===== src/rtl/xmm_writeback_scheduler_if.sv =====
// Producer/consumer bundle for the XMM write-back scheduler: three result
// channels in, one register-file write port plus mux operands out.
interface xmm_writeback_scheduler_if #(
    parameter int unsigned XMM_ADDR_WIDTH = 3
);
    logic                      alu_valid;
    logic                      alu_ready;
    logic [1:0]                alu_fmt;
    logic [XMM_ADDR_WIDTH-1:0] alu_addr;
    logic [31:0]               alu_data;

    logic                      mem_valid;
    logic                      mem_ready;
    logic [XMM_ADDR_WIDTH-1:0] mem_addr;
    logic [31:0]               mem_data;

    logic                      fpu_valid;
    logic                      fpu_ready;
    logic [XMM_ADDR_WIDTH-1:0] fpu_addr;
    logic [63:0]               fpu_data;

    logic                      xmm_write_en;
    logic [XMM_ADDR_WIDTH-1:0] xmm_write_addr;
    logic [2:0]                xmm_src;
    logic [31:0]               xmm_alu_res;
    logic [31:0]               xmm_mem_read_data;
    logic [63:0]               xmm_fpu_res;
    logic                      err_illegal_fmt;
    logic                      busy;

    // Producer / register-file side.
    modport master (
        output alu_valid, alu_fmt, alu_addr, alu_data,
        output mem_valid, mem_addr, mem_data,
        output fpu_valid, fpu_addr, fpu_data,
        input  alu_ready, mem_ready, fpu_ready,
        input  xmm_write_en, xmm_write_addr, xmm_src,
        input  xmm_alu_res, xmm_mem_read_data, xmm_fpu_res,
        input  err_illegal_fmt, busy
    );

    // Scheduler side.
    modport slave (
        input  alu_valid, alu_fmt, alu_addr, alu_data,
        input  mem_valid, mem_addr, mem_data,
        input  fpu_valid, fpu_addr, fpu_data,
        output alu_ready, mem_ready, fpu_ready,
        output xmm_write_en, xmm_write_addr, xmm_src,
        output xmm_alu_res, xmm_mem_read_data, xmm_fpu_res,
        output err_illegal_fmt, busy
    );
endinterface


===== src/rtl/xmm_writeback_scheduler.sv =====
// Arbitrates the single XMM register-file write port between ALU, MEM and FPU
// one-entry slots. Optional anti-starvation aging: XMM_WB_STARVE_GUARD_EN.
module xmm_writeback_scheduler #(
    parameter int unsigned XMM_ADDR_WIDTH = 3,
    parameter int unsigned STARVE_LIMIT   = 8
) (
    input  logic                            clk,
    input  logic                            reset,
    xmm_writeback_scheduler_if.slave        bus
);
    localparam int unsigned AW          = XMM_ADDR_WIDTH;
    localparam logic [2:0]  SRC_NONE    = 3'b000;
    localparam logic [2:0]  SRC_MEM     = 3'b100;
    localparam logic [2:0]  SRC_FPU     = 3'b110;
    localparam logic [1:0]  FMT_ILLEGAL = 2'b11;

    // Elaboration guard on the aging threshold range.
    if ((STARVE_LIMIT < 1) || (STARVE_LIMIT > 255)) begin : g_bad_starve_limit
        $error("STARVE_LIMIT must be within 1..255");
    end

    logic          alu_full_q;
    logic [AW-1:0] alu_addr_q;
    logic [1:0]    alu_fmt_q;
    logic [31:0]   alu_data_q;

    logic          mem_full_q;
    logic [AW-1:0] mem_addr_q;
    logic [31:0]   mem_data_q;

    logic          fpu_full_q;
    logic [AW-1:0] fpu_addr_q;
    logic [63:0]   fpu_data_q;

    logic          err_illegal_q;

    logic          grant_alu;
    logic          grant_mem;
    logic          grant_fpu;

    logic          alu_ready_c;
    logic          mem_ready_c;
    logic          fpu_ready_c;

    logic          alu_accept;
    logic          mem_accept;
    logic          fpu_accept;
    logic          alu_fmt_legal;

`ifdef XMM_WB_STARVE_GUARD_EN
    localparam int unsigned       CNT_W = 8;
    localparam logic [CNT_W-1:0]  LIMIT = CNT_W'(STARVE_LIMIT);

    logic [CNT_W-1:0] alu_wait_q;
    logic [CNT_W-1:0] mem_wait_q;
    logic [CNT_W-1:0] fpu_wait_q;
    logic             alu_starved;
    logic             mem_starved;
    logic             fpu_starved;

    // Wait counter: clears when empty or granted, otherwise saturates at LIMIT.
    function automatic logic [CNT_W-1:0] wait_next(
        input logic             full,
        input logic             granted,
        input logic [CNT_W-1:0] cnt
    );
        logic [CNT_W-1:0] nxt;
        nxt = cnt;
        if (!full || granted) begin
            nxt = '0;
        end else if (cnt != LIMIT) begin
            nxt = cnt + CNT_W'(1);
        end
        return nxt;
    endfunction

    assign alu_starved = alu_full_q && (alu_wait_q == LIMIT);
    assign mem_starved = mem_full_q && (mem_wait_q == LIMIT);
    assign fpu_starved = fpu_full_q && (fpu_wait_q == LIMIT);

    always_ff @(posedge clk) begin
        if (reset) begin
            alu_wait_q <= '0;
            mem_wait_q <= '0;
            fpu_wait_q <= '0;
        end else begin
            alu_wait_q <= wait_next(alu_full_q, grant_alu, alu_wait_q);
            mem_wait_q <= wait_next(mem_full_q, grant_mem, mem_wait_q);
            fpu_wait_q <= wait_next(fpu_full_q, grant_fpu, fpu_wait_q);
        end
    end

    // Starved slots first, then fixed FPU > MEM > ALU order within each class.
    always_comb begin
        grant_fpu = 1'b0;
        grant_mem = 1'b0;
        grant_alu = 1'b0;
        if (fpu_starved) begin
            grant_fpu = 1'b1;
        end else if (mem_starved) begin
            grant_mem = 1'b1;
        end else if (alu_starved) begin
            grant_alu = 1'b1;
        end else if (fpu_full_q) begin
            grant_fpu = 1'b1;
        end else if (mem_full_q) begin
            grant_mem = 1'b1;
        end else if (alu_full_q) begin
            grant_alu = 1'b1;
        end
    end
`else
    // Pure fixed priority FPU > MEM > ALU.
    always_comb begin
        grant_fpu = 1'b0;
        grant_mem = 1'b0;
        grant_alu = 1'b0;
        if (fpu_full_q) begin
            grant_fpu = 1'b1;
        end else if (mem_full_q) begin
            grant_mem = 1'b1;
        end else if (alu_full_q) begin
            grant_alu = 1'b1;
        end
    end
`endif

    // Ready is a function of slot state only; a granted slot passes through.
    assign alu_ready_c = !reset && (!alu_full_q || grant_alu);
    assign mem_ready_c = !reset && (!mem_full_q || grant_mem);
    assign fpu_ready_c = !reset && (!fpu_full_q || grant_fpu);

    assign alu_accept    = bus.alu_valid && alu_ready_c;
    assign mem_accept    = bus.mem_valid && mem_ready_c;
    assign fpu_accept    = bus.fpu_valid && fpu_ready_c;
    assign alu_fmt_legal = (bus.alu_fmt != FMT_ILLEGAL);

    // ALU slot; an illegal-format result is consumed without filling the slot.
    always_ff @(posedge clk) begin
        if (reset) begin
            alu_full_q    <= 1'b0;
            alu_addr_q    <= '0;
            alu_fmt_q     <= '0;
            alu_data_q    <= '0;
            err_illegal_q <= 1'b0;
        end else begin
            if (alu_accept) begin
                alu_full_q <= alu_fmt_legal;
            end else if (grant_alu) begin
                alu_full_q <= 1'b0;
            end
            if (alu_accept && alu_fmt_legal) begin
                alu_addr_q <= bus.alu_addr;
                alu_fmt_q  <= bus.alu_fmt;
                alu_data_q <= bus.alu_data;
            end
            err_illegal_q <= alu_accept && !alu_fmt_legal;
        end
    end

    // MEM slot.
    always_ff @(posedge clk) begin
        if (reset) begin
            mem_full_q <= 1'b0;
            mem_addr_q <= '0;
            mem_data_q <= '0;
        end else begin
            if (mem_accept) begin
                mem_full_q <= 1'b1;
                mem_addr_q <= bus.mem_addr;
                mem_data_q <= bus.mem_data;
            end else if (grant_mem) begin
                mem_full_q <= 1'b0;
            end
        end
    end

    // FPU slot.
    always_ff @(posedge clk) begin
        if (reset) begin
            fpu_full_q <= 1'b0;
            fpu_addr_q <= '0;
            fpu_data_q <= '0;
        end else begin
            if (fpu_accept) begin
                fpu_full_q <= 1'b1;
                fpu_addr_q <= bus.fpu_addr;
                fpu_data_q <= bus.fpu_data;
            end else if (grant_fpu) begin
                fpu_full_q <= 1'b0;
            end
        end
    end

    // Write-port drive from the single granted slot; ALU src code is {0, fmt}.
    always_comb begin
        bus.xmm_write_en   = 1'b0;
        bus.xmm_write_addr = '0;
        bus.xmm_src        = SRC_NONE;
        if (grant_fpu) begin
            bus.xmm_write_en   = 1'b1;
            bus.xmm_write_addr = fpu_addr_q;
            bus.xmm_src        = SRC_FPU;
        end else if (grant_mem) begin
            bus.xmm_write_en   = 1'b1;
            bus.xmm_write_addr = mem_addr_q;
            bus.xmm_src        = SRC_MEM;
        end else if (grant_alu) begin
            bus.xmm_write_en   = 1'b1;
            bus.xmm_write_addr = alu_addr_q;
            bus.xmm_src        = {1'b0, alu_fmt_q};
        end
    end

    assign bus.alu_ready         = alu_ready_c;
    assign bus.mem_ready         = mem_ready_c;
    assign bus.fpu_ready         = fpu_ready_c;
    assign bus.xmm_alu_res       = alu_data_q;
    assign bus.xmm_mem_read_data = mem_data_q;
    assign bus.xmm_fpu_res       = fpu_data_q;
    assign bus.err_illegal_fmt   = err_illegal_q;
    assign bus.busy              = alu_full_q || mem_full_q || fpu_full_q;

endmodule


===== src/flat_wrapper.sv =====
// flat-port wrapper written by rule: the top's interface ports become plain ports
module xmm_writeback_scheduler_flat 
#(
    parameter int unsigned XMM_ADDR_WIDTH = 3,
    parameter int unsigned STARVE_LIMIT   = 8
)
  (clk, reset, bus_alu_valid, bus_alu_fmt, bus_alu_addr, bus_alu_data, bus_mem_valid, bus_mem_addr, bus_mem_data, bus_fpu_valid, bus_fpu_addr, bus_fpu_data, bus_alu_ready, bus_mem_ready, bus_fpu_ready, bus_xmm_write_en, bus_xmm_write_addr, bus_xmm_src, bus_xmm_alu_res, bus_xmm_mem_read_data, bus_xmm_fpu_res, bus_err_illegal_fmt, bus_busy);
  xmm_writeback_scheduler_if #(.XMM_ADDR_WIDTH(XMM_ADDR_WIDTH)) bus_i ();
  input  logic clk;
  input  logic reset;
  input wire logic [$bits(bus_i.alu_valid)-1:0] bus_alu_valid;
  input wire logic [$bits(bus_i.alu_fmt)-1:0] bus_alu_fmt;
  input wire logic [$bits(bus_i.alu_addr)-1:0] bus_alu_addr;
  input wire logic [$bits(bus_i.alu_data)-1:0] bus_alu_data;
  input wire logic [$bits(bus_i.mem_valid)-1:0] bus_mem_valid;
  input wire logic [$bits(bus_i.mem_addr)-1:0] bus_mem_addr;
  input wire logic [$bits(bus_i.mem_data)-1:0] bus_mem_data;
  input wire logic [$bits(bus_i.fpu_valid)-1:0] bus_fpu_valid;
  input wire logic [$bits(bus_i.fpu_addr)-1:0] bus_fpu_addr;
  input wire logic [$bits(bus_i.fpu_data)-1:0] bus_fpu_data;
  output wire logic [$bits(bus_i.alu_ready)-1:0] bus_alu_ready;
  output wire logic [$bits(bus_i.mem_ready)-1:0] bus_mem_ready;
  output wire logic [$bits(bus_i.fpu_ready)-1:0] bus_fpu_ready;
  output wire logic [$bits(bus_i.xmm_write_en)-1:0] bus_xmm_write_en;
  output wire logic [$bits(bus_i.xmm_write_addr)-1:0] bus_xmm_write_addr;
  output wire logic [$bits(bus_i.xmm_src)-1:0] bus_xmm_src;
  output wire logic [$bits(bus_i.xmm_alu_res)-1:0] bus_xmm_alu_res;
  output wire logic [$bits(bus_i.xmm_mem_read_data)-1:0] bus_xmm_mem_read_data;
  output wire logic [$bits(bus_i.xmm_fpu_res)-1:0] bus_xmm_fpu_res;
  output wire logic [$bits(bus_i.err_illegal_fmt)-1:0] bus_err_illegal_fmt;
  output wire logic [$bits(bus_i.busy)-1:0] bus_busy;
  assign bus_i.alu_valid = bus_alu_valid;
  assign bus_i.alu_fmt = bus_alu_fmt;
  assign bus_i.alu_addr = bus_alu_addr;
  assign bus_i.alu_data = bus_alu_data;
  assign bus_i.mem_valid = bus_mem_valid;
  assign bus_i.mem_addr = bus_mem_addr;
  assign bus_i.mem_data = bus_mem_data;
  assign bus_i.fpu_valid = bus_fpu_valid;
  assign bus_i.fpu_addr = bus_fpu_addr;
  assign bus_i.fpu_data = bus_fpu_data;
  assign bus_alu_ready = bus_i.alu_ready;
  assign bus_mem_ready = bus_i.mem_ready;
  assign bus_fpu_ready = bus_i.fpu_ready;
  assign bus_xmm_write_en = bus_i.xmm_write_en;
  assign bus_xmm_write_addr = bus_i.xmm_write_addr;
  assign bus_xmm_src = bus_i.xmm_src;
  assign bus_xmm_alu_res = bus_i.xmm_alu_res;
  assign bus_xmm_mem_read_data = bus_i.xmm_mem_read_data;
  assign bus_xmm_fpu_res = bus_i.xmm_fpu_res;
  assign bus_err_illegal_fmt = bus_i.err_illegal_fmt;
  assign bus_busy = bus_i.busy;
  xmm_writeback_scheduler #(.XMM_ADDR_WIDTH(XMM_ADDR_WIDTH), .STARVE_LIMIT(STARVE_LIMIT)) u_core (.clk(clk), .reset(reset), .bus(bus_i));
endmodule

===== config.mk =====
export PLATFORM = sky130hd
export DESIGN_NAME = xmm_writeback_scheduler_flat
export DESIGN_NICKNAME = d
export VERILOG_FILES = /design/src/rtl/xmm_writeback_scheduler_if.sv /design/src/rtl/xmm_writeback_scheduler.sv /design/src/flat_wrapper.sv
export SDC_FILE = /design/constraint.sdc
export NUM_CORES = 1
export LEC_CHECK = 0
export CAP_MARGIN = 20
export CORE_MARGIN = 4
export CORE_UTILIZATION = 36
export DETAILED_ROUTE_END_ITERATION = 8
export PLACE_DENSITY = 0.77
export SLEW_MARGIN = 5
export SYNTH_ARGS = -nofsm -noshare
export SYNTH_HDL_FRONTEND = slang
export SYNTH_SLANG_ARGS = --single-unit

===== constraint.sdc =====
create_clock -name clk -period 1.15 [get_ports clk]
set_input_delay 0.1725 -clock clk [delete_from_list [all_inputs] [get_ports clk]]
set_output_delay 0.1725 -clock clk [all_outputs]
set_load 0.005 [all_outputs]

==> run_1/m1.png <==
The bar under the picture is 50 um long. Supply wires on this layer in gray.
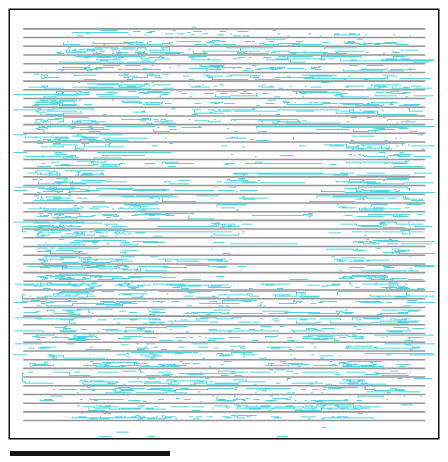
- longest straight run: 55.7 um
- wire length on this layer: 7,330 um
- main direction: horizontal
- nets with wire on the layer: 894
vias after detailed routing: 5,281
met1 usage in global routing: 0.2330
post-detailed-routing wire length: 19.11 mm

==> run_1/m2.png <==
Cells faint in the background.
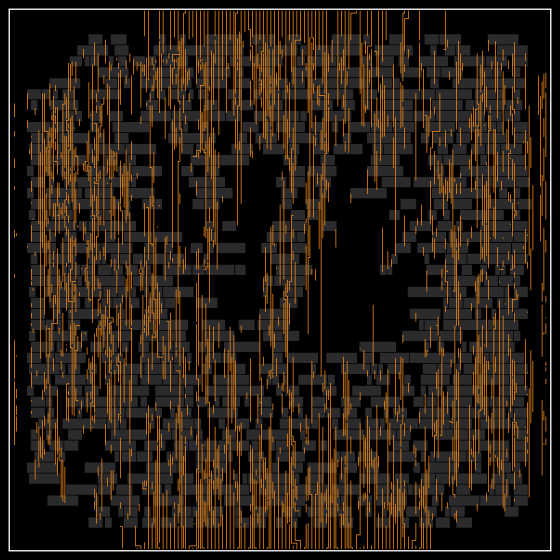
- longest straight run: 51.0 um
- wire length on this layer: 9,770 um
- nets with wire on the layer: 889
- main direction: vertical
met2 Use GR: 0.3647

==> run_1/m3.png <==
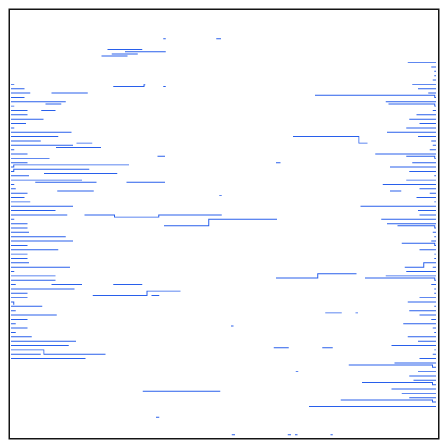
- wire length on this layer: 1,640 um
- longest straight run: 39.3 um
- share of all routed wire: 8.6%
- main direction: horizontal
- nets with wire on the layer: 165
global-route track usage on met3: 0.07515

==> results.cfg, run 1 <==
; physical design summary
[outcome]
run_status = finished with violations
violated_checks = setup timing

[power_and_ir_drop]
peakVddDrop_mv = 1.037
total_leakage_power_nw = 4.535

[setup_path]
path_max_fanout = 7

[synth]
flop_cell = sky130_fd_sc_hd__dfxtp_1
number_of_cell_instances_after_yosys_synthesis = 541
synth_area_per_cell_um2 = 10.52
synth-edff-count = 0
synth_warn = 0
syn_inst = 541

[cells_and_area]
most_frequently_placed_logic_cell_in_the_final_layout = sky130_fd_sc_hd__clkdlybuf4s50_1
areaGrowthSynthToFinish_pct = 71.58
fin_nets = 1008
final_layout_size_suffix_gt1_frac = 0.4333

[timing]
final.setup.worst_slack_ns = -0.4423
finalSetupViolations = 82

[worst_hold_path]
hold_path_class = input pin to register

[drt]
detail_route.first_pass.iterations = 5
drc = 0
drt_iter0_drc = 171
drt.antenna.violating_nets = 0

[grt]
antenna_found_initial = 0
[run 1: kinds of logic (layout without fill, tap and decap cells)]
kind of cell    Yosys count  in the layout  share of synthesized area
flops                   143            143                     0.5030
buf+inv                  53            389                    0.05408
compound gates           51             51                    0.07254
simple gates            192            192                     0.1636
mux                     102            102                     0.2069
[run 1: critical path, cell delays in order (launching register included)]
cell,delay [ns]
sky130_fd_sc_hd__dfxtp_2,0.35
sky130_fd_sc_hd__buf_6,0.13
sky130_fd_sc_hd__buf_4,0.13
sky130_fd_sc_hd__a21oi_4,0.15
sky130_fd_sc_hd__nand2_4,0.13
sky130_fd_sc_hd__buf_4,0.17
sky130_fd_sc_hd__buf_12,0.13
sky130_fd_sc_hd__mux2_4,0.30
[run 1: area by class of cell]
cell class | instances | area, um2
Fill cell | 1306 | 5605
Multi-Input combinational cell | 345 | 2606
Timing Repair Buffer | 354 | 3267
Clock buffer | 21 | 470.5
Inverter | 3 | 15.01
Tap cell | 211 | 264.0
Sequential cell | 143 | 2990
Clock inverter | 11 | 152.6
[run 1: where the power goes]
| part | switching (W) | internal (W) | leakage [nW] |
|---|---|---|---|
| clock network | 0.00221 | 0.00361 | 0.297 |
| registers | 0.000167 | 0.00533 | 1.22 |
| logic | 0.000842 | 0.00136 | 3.02 |
[run 1: registers in the layout (all words and copies together) (netlist names)]
name                          flops
u_core.bus.xmm_fpu_res           64
u_core.mem_addr_q                 3
u_core.alu_full_q                 1
u_core.alu_fmt_q                  2
u_core.fpu_full_q                 1
u_core.mem_full_q                 1
u_core.bus.xmm_mem_read_data     32
u_core.bus.err_illegal_fmt        1
u_core.bus.xmm_alu_res           32
u_core.alu_addr_q                 3
u_core.fpu_addr_q                 3
[run 1: through the flow]
step / hold slack [ns] / instance area (um2) / utilization / cells / setup TNS (ns)
6_report: 0.2179 / 9766 / 0.6353 / 1088 / -26.69
5_1_grt: 0.2228 / 9766 / 0.6353 / 1088 / -32.19
3_5_place_dp: 0.4539 / 8992 / 0.5850 / 1033 / -26.04
2_1_floorplan: 0.2835 / 5718 / - / 541 / -1.644
4_1_cts: 0.2328 / 10090 / 0.6567 / 1084 / -26.10
3_3_place_gp: 0.4437 / 8992 / 0.5850 / 1033 / -24.14
[run 1: timing repair]
| item | in CTS | in global routing |
|---|---|---|
| pin swaps | 42 | 3 |
| resized | 510 | 113 |
| setup endpoints to repair | 213 | 182 |
| cloned | 6 | 1 |
| hold endpoints to repair | 0 | 0 |
| setup buffers | 13 | 3 |
[run 1: path summary, 6_finish.rpt]
kind                              start                          endpoint  slack, ns  cells past startpoint
min                               reset        u_core.bus.xmm_fpu_res[23]       0.22                      3
min reg2reg  u_core.bus.xmm_alu_res[28]        u_core.bus.xmm_alu_res[28]       0.45                      2
max                   u_core.mem_full_q  u_core.bus.xmm_mem_read_data[25]      -0.44                      7
max reg2reg           u_core.mem_full_q  u_core.bus.xmm_mem_read_data[25]      -0.44                      7
[run 1: metal layers]
layer	vias up	part of all wire	track usage
li1	2562	-	-
met1	2479	0.38	0.2330
met2	213	0.51	0.3647
met3	27	0.086	0.07515
met4	0	0.019	0.06914
met5	-	0	0
==> run_1/m4.png <==
Supply wires on this layer in gray.
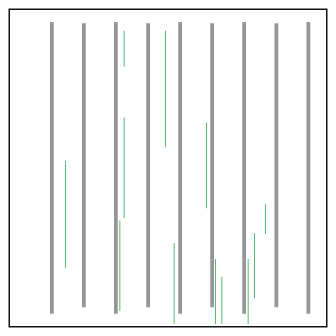

==> run 2: changes to the inputs <==
CORE_ASPECT_RATIO = 1.2   (was unset)
==> run_2/m4.png <==
Supply wires on this layer in gray.
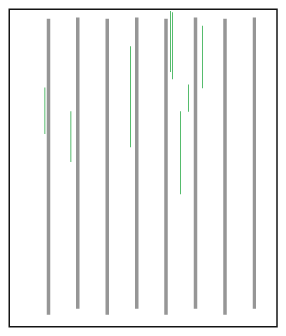
- share of all routed wire: 1.2%
- longest straight run: 46.2 um
- main direction: vertical
post-detailed-routing wire length: 19.24 mm
vias after detailed routing: 5,293

==> run 2 against run 1 <==
Effect of this change:
- the flow still finishes with violations (setup timing)
- flip-flop count did not move
- core utilization up 2.1 points
- final cell count hardly changed
- wire length increased by 0.69%
- highest routed layer unchanged
- area after synthesis unchanged
- largest cell class unchanged
- die size is essentially flat
- maximum frequency increased by 2.8%
- total power increased by 1.5%
- clock skew is 0.00083 ns lower
- clock power increased by 1%
==> results.cfg, run 2 <==
; physical design summary
[worst_hold_path]
hold_path_class = input pin to register
worstHoldStart = reset

[drt]
drt_iter0_drc = 188
detail_route.first_pass.iterations = 4
route.detailed.vias_per_inst = 4.860
drc = 0
drt.antenna.violating_nets = 0

[timing]
final.setup.worst_slack_ns = -0.3996
clock.fmax_mhz = 645.3
fin_tns_setup_ns = -27.03
finalSetupViolations = 84
report.final.hold_viol_count = 0

[power_and_ir_drop]
peakVddDrop_mv = 0.7568
total_power_w = 0.01372
total_leakage_power_nw = 4.499

[grt]
antenna_found_initial = 0
maximum_number_of_pins_on_one_net_before_global_route_repair = 30

[clock_network]
max-clock-path-buffers = 2
insertion_delay_ns = 0.41
cts-buffers-inserted = 17

[synth]
flop_cell = sky130_fd_sc_hd__dfxtp_1
synth.yosys.seq_area_share = 0.5030
syn_inst = 541
synth-edff-count = 0
number_of_cell_instances_after_yosys_synthesis = 541
ys_async_sr_fraction = 0
synth_area_per_cell_um2 = 10.52
synth_warn = 0
post_synth_main_area_contributors = sky130_fd_sc_hd__dfxtp_1 (50%), sky130_fd_sc_hd__mux2i_1 (12%), sky130_fd_sc_hd__mux2_4 (7.9%), sky130_fd_sc_hd__nor2_1 (4.7%), sky130_fd_sc_hd__nand4_1 (3.8%)

[setup_path]
cpMaxStageDelayCell = sky130_fd_sc_hd__dfxtp_4
timing.rr.start = u_core.mem_full_q
critPathLaunch = u_core.mem_full_q
crit_path_cell_trace = buf_4 -> buf_6 -> a21oi_4 -> nand2_4 -> clkbuf_16 -> mux2_4
path_max_fanout = 7
max_stage_delay_ns = 0.37

[cells_and_area]
final_layout_size_suffix_gt1_frac = 0.4154
most_frequently_placed_logic_cell_in_the_final_layout = sky130_fd_sc_hd__clkdlybuf4s50_1
max_reg_flops = 64
fin_util = 0.6563
areaGrowthSynthToFinish_pct = 79.62
fin_area_mm2 = 0.01022
fin_nets = 1013

[flow_run]
stage_log_warnings = 29

[outcome]
run_status = finished with violations
violated_checks = setup timing

[placement]
placement.cell_area_mm2 = 0.008986

[floorplanning]
floorplanUtilization = 0.3654
==> run_2/m2.png <==
Cells faint in the background.
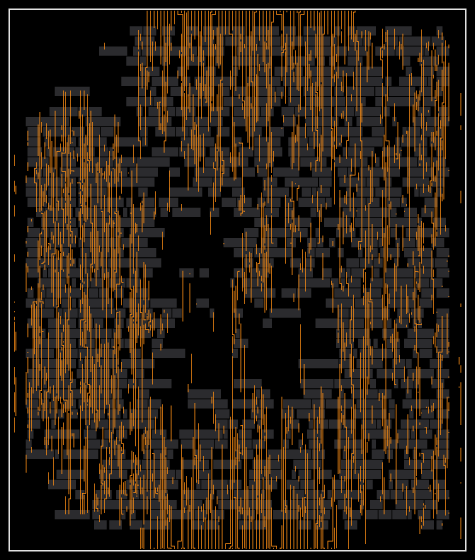
- main direction: vertical
- longest straight run: 73.3 um
- share of all routed wire: 51%
- nets with wire on the layer: 889
met2 Use GR: 0.3393

run 2: cell types whose count changed in the layout (fill, tap and decap cells not counted), sizes merged:
cell           delta
buf              -22
bufinv            +1
clkbuf            -4
clkdlybuf4s15    +29
dlygate4sd2       +1
clkdlybuf4s50     -1
run 2: final cells by class:
type	count	area (um2)
clock inverters	12	181.4
flip-flops and latches	143	2967
multi-input cells	345	3005
well taps	208	260.3
clock buffers	19	452.9
inverters	3	11.26
repair buffers	359	3346
fillers	1201	5354
run 2: through the flow:
stage	cells	setup slack, ns	hold WS, ns
global route	1089	-0.4455	0.2273
floorplan	541	-0.04010	0.2835
detailed placement	1033	-0.4446	0.4527
finish	1089	-0.3996	0.2167
CTS	1068	-0.4169	0.1977
global placement	1033	-0.4258	0.4438
run 2: logic make-up after synthesis:
| kind of cell | share of synthesized area |
|---|---|
| AND-OR/OR-AND | 0.07254 |
| buffers and inverters | 0.05408 |
| flip-flops | 0.5030 |
| multiplexers | 0.2069 |
| AND/OR/NAND/NOR | 0.1636 |
run 2: path summary, 6_finish.rpt:
kind	endpoint	slack, ns	cells past startpoint
setup / recovery	u_core.bus.xmm_mem_read_data[26]	-0.40	6
hold / removal	u_core.alu_fmt_q[1]	0.22	3
setup reg to reg	u_core.bus.xmm_mem_read_data[26]	-0.40	6
hold reg to reg	u_core.bus.xmm_alu_res[28]	0.45	2
run 2: report_power, final:
group	switching [W]	internal, W
Combinational	0.000937	0.00140
Clock	0.00213	0.00375
Sequential	0.000183	0.00531
Total	0.00325	0.0105
run 2: what timing repair did:
item,4_1_cts,5_1_grt
hold buffers,0,0
setup buffers,3,18
gates resized,482,101
setup endpoints to repair,212,158
pin swaps,5,29
endpoints found under the hold margin,0,0
gates cloned,1,3
run 2: routing by layer:
| layer | track usage | vias up | part of all wire |
|---|---|---|---|
| met3 | 0.08009 | 19 | 0.11 |
| met2 | 0.3393 | 220 | 0.51 |
| li1 | - | 2578 | - |
| met5 | 0 | - | 0 |
| met4 | 0.04426 | 0 | 0.012 |
| met1 | 0.2212 | 2476 | 0.37 |
run 2: worst max-delay path: cells and delay by family (launching register included):
family                 cells  cell delay, ns
AOI/OAI and AO/OA          1            0.16
and+or+nand+nor            1            0.16
buffers and inverters      3            0.46
DFF                        1            0.37
muxes                      1            0.29
==> run_2/m3.png <==
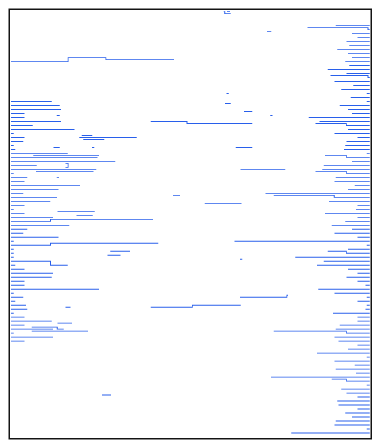

==> run 3: changes to the inputs <==
ABC_AREA = 1   (was unset)
CORE_UTILIZATION = 35   (was 36)
SLEW_MARGIN = unset   (was 5)
==> run_3/m3.png <==
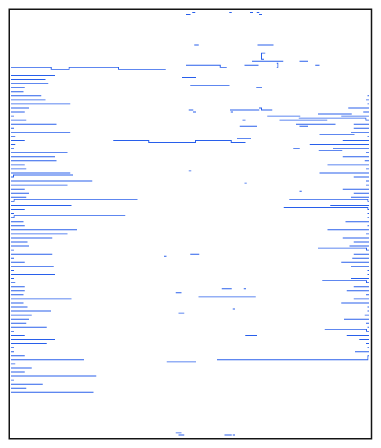
- longest straight run: 50.4 um
- main direction: horizontal
- nets with wire on the layer: 172
- wire length on this layer: 1,540 um
- share of all routed wire: 8.0%
post-detailed-routing wire length: 19.22 mm
global-route track usage on met3: 0.07717
vias after detailed routing: 5,796

==> run 3 against run 2 <==
Effect of this change:
- the run still ends with setup timing left
- core utilization down 0.74 points
- final cell count up 16%
- sequential share of layout area up 1.5 points
- critical path depth down 1
- area after synthesis down 6.2%
- clock power up about 10%
- worst hold slack better by 0.035 ns
- flip-flop count unchanged
- final area down 5.1%
==> results.cfg, run 3 <==
; physical design summary
[outcome]
run_status = finished with violations
violated_checks = setup timing

[timing]
finalSetupViolations = 83
final.setup.worst_slack_ns = -0.4946
clock.fmax_mhz = 608.0

[cells_and_area]
sequential_cell_area_mm2 = 0.002965
areaGrowthSynthToFinish_pct = 81.81
final_layout_size_suffix_gt1_frac = 0.3226
layoutNonFillerInstCount = 1258

[drt]
drt.antenna.violating_nets = 0
drt_iter0_drc = 307
detail_route.first_pass.iterations = 5
drc = 0
route.detailed.vias_per_inst = 4.607

[clock_network]
insertion_delay_ns = 0.41
max-clock-path-buffers = 2

[synth]
flop_cell = sky130_fd_sc_hd__dfxtp_1
synth_area_per_cell_um2 = 7.425
number_of_cell_instances_after_yosys_synthesis = 719

[power_and_ir_drop]
peakVddDrop_mv = 0.9394
total_leakage_power_nw = 4.531

[floorplanning]
floorplanUtilization = 0.3569

[setup_path]
path_max_fanout = 5

[grt]
maximum_number_of_pins_on_one_net_before_global_route_repair = 68
antenna_found_initial = 1

[worst_hold_path]
hold_path_class = input pin to register

[placement]
dpl.cell_count = 1188
==> run_3/m4.png <==
Supply wires on this layer in gray.
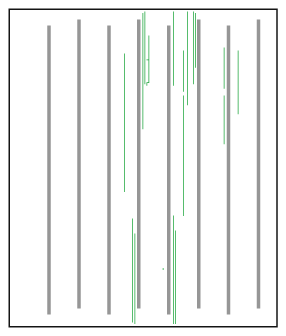
- wire length on this layer: 625 um
- nets with wire on the layer: 17
- share of all routed wire: 3.3%

run 3: repair_timing:
| item | CTS | global route |
|---|---|---|
| endpoints found under the setup margin | 211 | 178 |
| gates resized | 468 | 132 |
| hold buffers | 0 | 0 |
| pin swaps | 8 | 6 |
| cloned | 11 | 1 |
| buffers inserted | 15 | 11 |
run 3: final timing paths:
path	startpoint	endpoint	slack, ns	cells past startpoint
hold / removal	bus_fpu_valid	u_core.fpu_full_q	0.25	4
setup reg to reg	u_core.fpu_full_q	u_core.bus.xmm_alu_res[17]	-0.31	8
hold reg to reg	u_core.bus.xmm_mem_read_data[30]	u_core.bus.xmm_mem_read_data[30]	0.45	2
setup / recovery	u_core.fpu_full_q	bus_xmm_write_addr[2]	-0.49	5
run 3: kinds of logic (layout without fill, tap and decap cells):
logic type	after synthesis	count (layout)	share of synthesized area
and+or+nand+nor	403	409	0.3065
DFF	143	143	0.5362
buffers and inverters	95	424	0.07804
AOI/OAI and AO/OA	78	78	0.07921
run 3: critical path: stages (launching register included):
cell	delay, ns
sky130_fd_sc_hd__dfxtp_2	0.32
sky130_fd_sc_hd__or2_4	0.27
sky130_fd_sc_hd__inv_2	0.07
sky130_fd_sc_hd__nand2_4	0.06
sky130_fd_sc_hd__o211ai_1	0.17
sky130_fd_sc_hd__buf_2	0.17
run 3: cell type report:
class,count,share of cell area
Tap cell,204,0.02630
Inverter,45,0.01792
Multi-Input combinational cell,487,0.2422
Clock inverter,13,0.02694
Sequential cell,143,0.3055
Timing Repair Buffer,347,0.3366
Clock buffer,19,0.04460
run 3: power breakdown:
part	internal, W	leakage, nW	switching [W]
Combinational	0.00129	2.99	0.000984
Clock	0.00431	0.332	0.00217
Sequential	0.00534	1.21	0.000174
Total	0.0109	4.53	0.00333
run 3: layer usage:
| metal | routed length, um | vias to the layer above | part of all wire |
|---|---|---|---|
| met1 | 7478 | 2634 | 0.39 |
| met5 | 7 | - | 0.00036 |
| met2 | 9571 | 211 | 0.50 |
| met3 | 1536 | 39 | 0.080 |
| li1 | - | 2910 | - |
| met4 | 625 | 2 | 0.033 |
run 3: per-stage QoR:
stage                     setup TNS [ns]  setup WS [ns]
final                             -20.53        -0.4946
after global routing              -27.21        -0.5677
after CTS                         -18.35        -0.5042
after detailed placement          -53.41        -0.6157
after global placement            -51.69        -0.6220
after floorplan                   -3.173       -0.09362
Power and IR drop assume default switching activity.
